==> config.mk <==
export PLATFORM = sky130hd
export DESIGN_NAME = div_seq_param
export DESIGN_NICKNAME = d
export VERILOG_FILES = /design/src/rtl/div_seq_param.sv
export SDC_FILE = /design/constraint.sdc
export NUM_CORES = 1
export LEC_CHECK = 0
export CORE_MARGIN = 4
export CORE_UTILIZATION = 54
export DETAILED_ROUTE_END_ITERATION = 8
export PLACE_DENSITY_LB_ADDON = 0.2
export SLEW_MARGIN = 25
export SYNTH_ARGS = -nofsm -noshare
export SYNTH_HDL_FRONTEND = slang
export SYNTH_SLANG_ARGS = --single-unit
==> constraint.sdc <==
create_clock -name clk -period 2.5 [get_ports clk]
set_input_delay 0.75 -clock clk [delete_from_list [all_inputs] [get_ports clk]]
set_output_delay 0.75 -clock clk [all_outputs]
set_load 0.02 [all_outputs]
Congestion heat map:
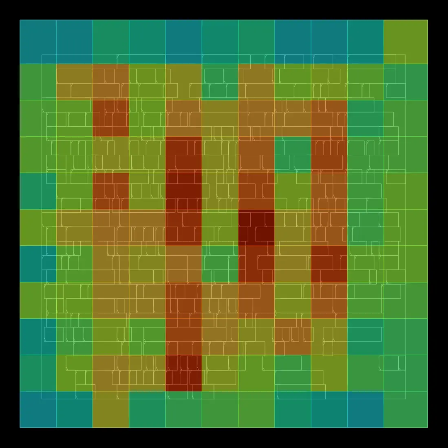
GRT Total Usage: 20.3%
WL per Instance: 15.3 um
met1 layer usage reported by global route: 26.5%

Wire density map:
Bar = 20 um. The die is cut into 15 by 15 equal tiles; dark blue is low, red is high, scaled to the fullest tile. Values are wire area over tile area, all layers added.
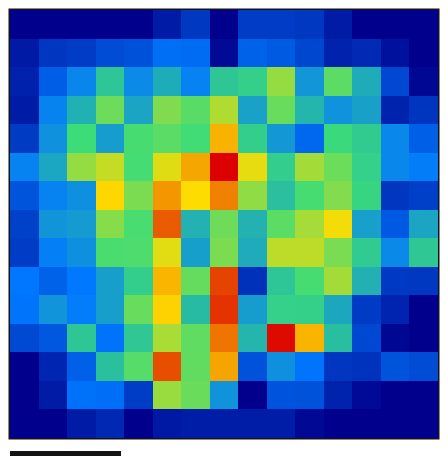
fullest tile	0.45
emptiest ninth of the die	bottom right
mean over tiles	0.15
Routed WL: 5.56 mm
routed via count: 2,040

Register map, names as in the netlist:
Bar = 20 um.
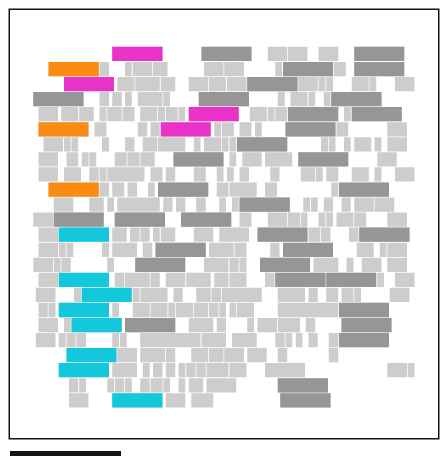
name in the netlist	color	placed flops
cnt_q	magenta	4
yy_q	cyan	8
CS	orange	3
Seq power: 1.47 mW
fraction of area in registers: 38.6%

Cell classes on the final placement:
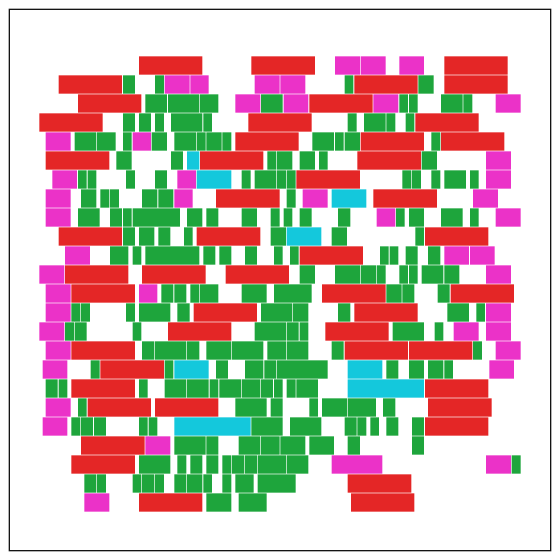
class	color	cells	share of their area
other buffers and delay cells	magenta	46	15%
all other logic	green	209	42%
flip-flops	red	49	39%
clock drivers and dummy loads	cyan	8	4.3%
# rows: 24
Core Region: 0.00450 mm2
final core occ: 70.5%
post-route design area: 0.00317 mm2

Metal layers overlaid:
Bar = 20 um.
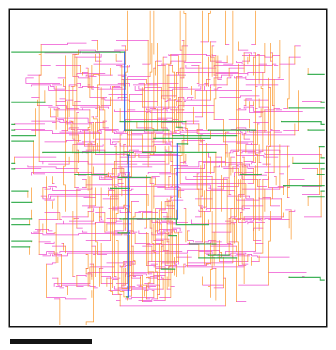
layer	color	wire length
met1	magenta	2,490 um
met4	blue	72.1 um
met2	orange	2,670 um
met3	green	329 um

==> GITHUB_STEP_SUMMARY <==
## PnR job results

| Metric | Value |
|---|---|
| Status | finished, final reports clean |
| Yosys stat chip area | approximately 0.0026 mm2 |
| Finish-stage setup viols | 0 |
| Fin. max-slew vios | 0 |
| Crit path launch type | flip-flop |
| Clk_lat worst skew | 0.30 ns |
| Die W | 77.3 um |
| Max clock buf depth | 2 |
| Synthesized instance count | 269 |
| CP max stage delay | 0.68 ns |
| P_comb | 2.69 mW |
| Layout cells sized above 1 | around an eighth |
| Fmax | 0.436 GHz |
| Netlist cell types | 45 |
| Met2 wire len | 2.67 mm |
| Post-synth seq share | a little under half |
| Crit Path Category | reg -> out |
| Clock Sinks | between 40 and 50 |
| Number of buffers inserted by hold repair at cts | 0 |
| PnR Total Power | 4.82 mW |
| Top Metal Used | met4 |
| Complex Gates by Area | 18.8% |
| Setup WS post-layout | between 0.2 and 0.25 ns |
| Slew margin rel. | 51.3% |
| Synth warn | 0 |
| Critical path endpoint category | output port |
| Die area | between 0.005 and 0.006 mm2 |
| Root Buffer | clkbuf_8 |
| Most frequent cells in the layout | dfrtp_1, clkdlybuf4s50_1, nand2_1 |
| Initial antenna violation count | 0 |
| Flops out of synthesis | 49 |
| Final Hold Viols | 0 |
| Area Growth Syn to Fin | 22.4% |
| Critical Path RT | 1.75 ns |
| H-Tree Depth | 2 |
| MUX share of area | 3.33% |
| Reg clk slew, reported paths | ~0.09 ns |
| Worst Reg-to-Reg Cells | 10 |
| MaxCap Viol Count | 0 |
| Largest net degree at the start of global routing | about 43 |
| Top cell area share | 47.3% |
| Worst Hold Depth | 1 |
| HPWL after DPL | 4.06 mm |
| Cells along the critical path | clkdlybuf4s50_1 |
| Sequential power share | a little under a third |
| Simple share | 17.8% |
| TritonRoute pass-1 iters | 4 |
| Cycle use final | between 90% and 100% |
| GPL Wtd Cong | 0.820 |
| Pre-CTS WS | 0.222 ns |
| Metal-1 WL | 2.49 mm |
| Largest area contributor in the netlist | dfrtp_1 |
| Buf/Inv on CP | 1 |
| Clock network power | 0.655 mW |
| Cell count along the critical path | 1 |
| Tmin final | 2.30 ns |
| Synthesized Nets | 299 |
| RSZ-0062 raised after global routing | no |
| Type of the worst min-delay path | reg -> reg |
| Antenna Nets Post-Route | 0 |
| Main power group | combinational cells |
| Peak VDD IR | 923 uV |
| IO Port Bufs | 39 |
| Cts repair resizes | 0 |
| Avg Vias per Cell | 5.60 |
| Netlist Area Pre-Place | 0.00259 mm2 |
| Comb power frac | a little under three fifths |
| Adder-Cell Fraction of Synth Area | 5.60% |
| Worst Tran Pin Value | 0.731 ns |
| Post-synth EDFFs | 0 |
| Met3 Wirelength | 329 um |
| Main logic family after synthesis | AND-OR/OR-AND gates |
| GRT overflow | 0 |
| Most common cell in the netlist | dfrtp_1 |
| Ys flop type | dfrtp_1 |
| Post-Route Setup TNS | 0 ns |
| CP top delay family | buffers and inverters |
| Setup Skew | 0.0103 ns |
| R2R setup slack | 0.24 ns |
| Pwr/cell area | 1520 mW/mm2 |
| Mapped Avg Cell Area | roughly 9.6 um2 |
| Synth area leaders | dfrtp_1, nand2_1, ha_1 |
| Filler-free cell count of the finished design | roughly 360 |
| Pre-Place Util | a little under three fifths |
| CP max-delay cell | clkdlybuf4s50_1 |
| Critical path data arrival time | 1.55 ns |
| P_sw | 2.07 mW |
| Leak | 1.43 nW |
| Clock Power Share | 13.6% |
| Post-layout net count | 341 |
-- through the flow --
stage,cell area [um2],hold slack (ns)
global route,3170,0.535
detailed placement,3040,0.472
global placement,3040,0.476
finish,3170,0.500
floorplan,2590,0.487
CTS,3170,0.506
-- per-layer routing --
layer / vias up / track usage [%]
li1: 1017 / -
met1: 949 / 26.5
met2: 68 / 34.2
met3: 6 / 4.80
met4: 0 / 4.63
met5: - / 0
-- layout make-up --
type                       instances  area, um2
fill                             349       1330
clock buffer                       5       68.8
sequential                        49       1230
multi-input combinational        195       1240
tap                               52       65.1
timing repair buffer              46        455
inverter                          14       52.6
clock inverter                     3       65.1
-- logic make-up after synthesis --
logic type / after synthesis
and+or+nand+nor: 96
buffers and inverters: 25
adders and majority gates: 11
muxes: 8
AOI/OAI and AO/OA: 73
xor gates and xnor gates: 7
DFF: 49
Power is estimated from default activity; no workload was simulated.
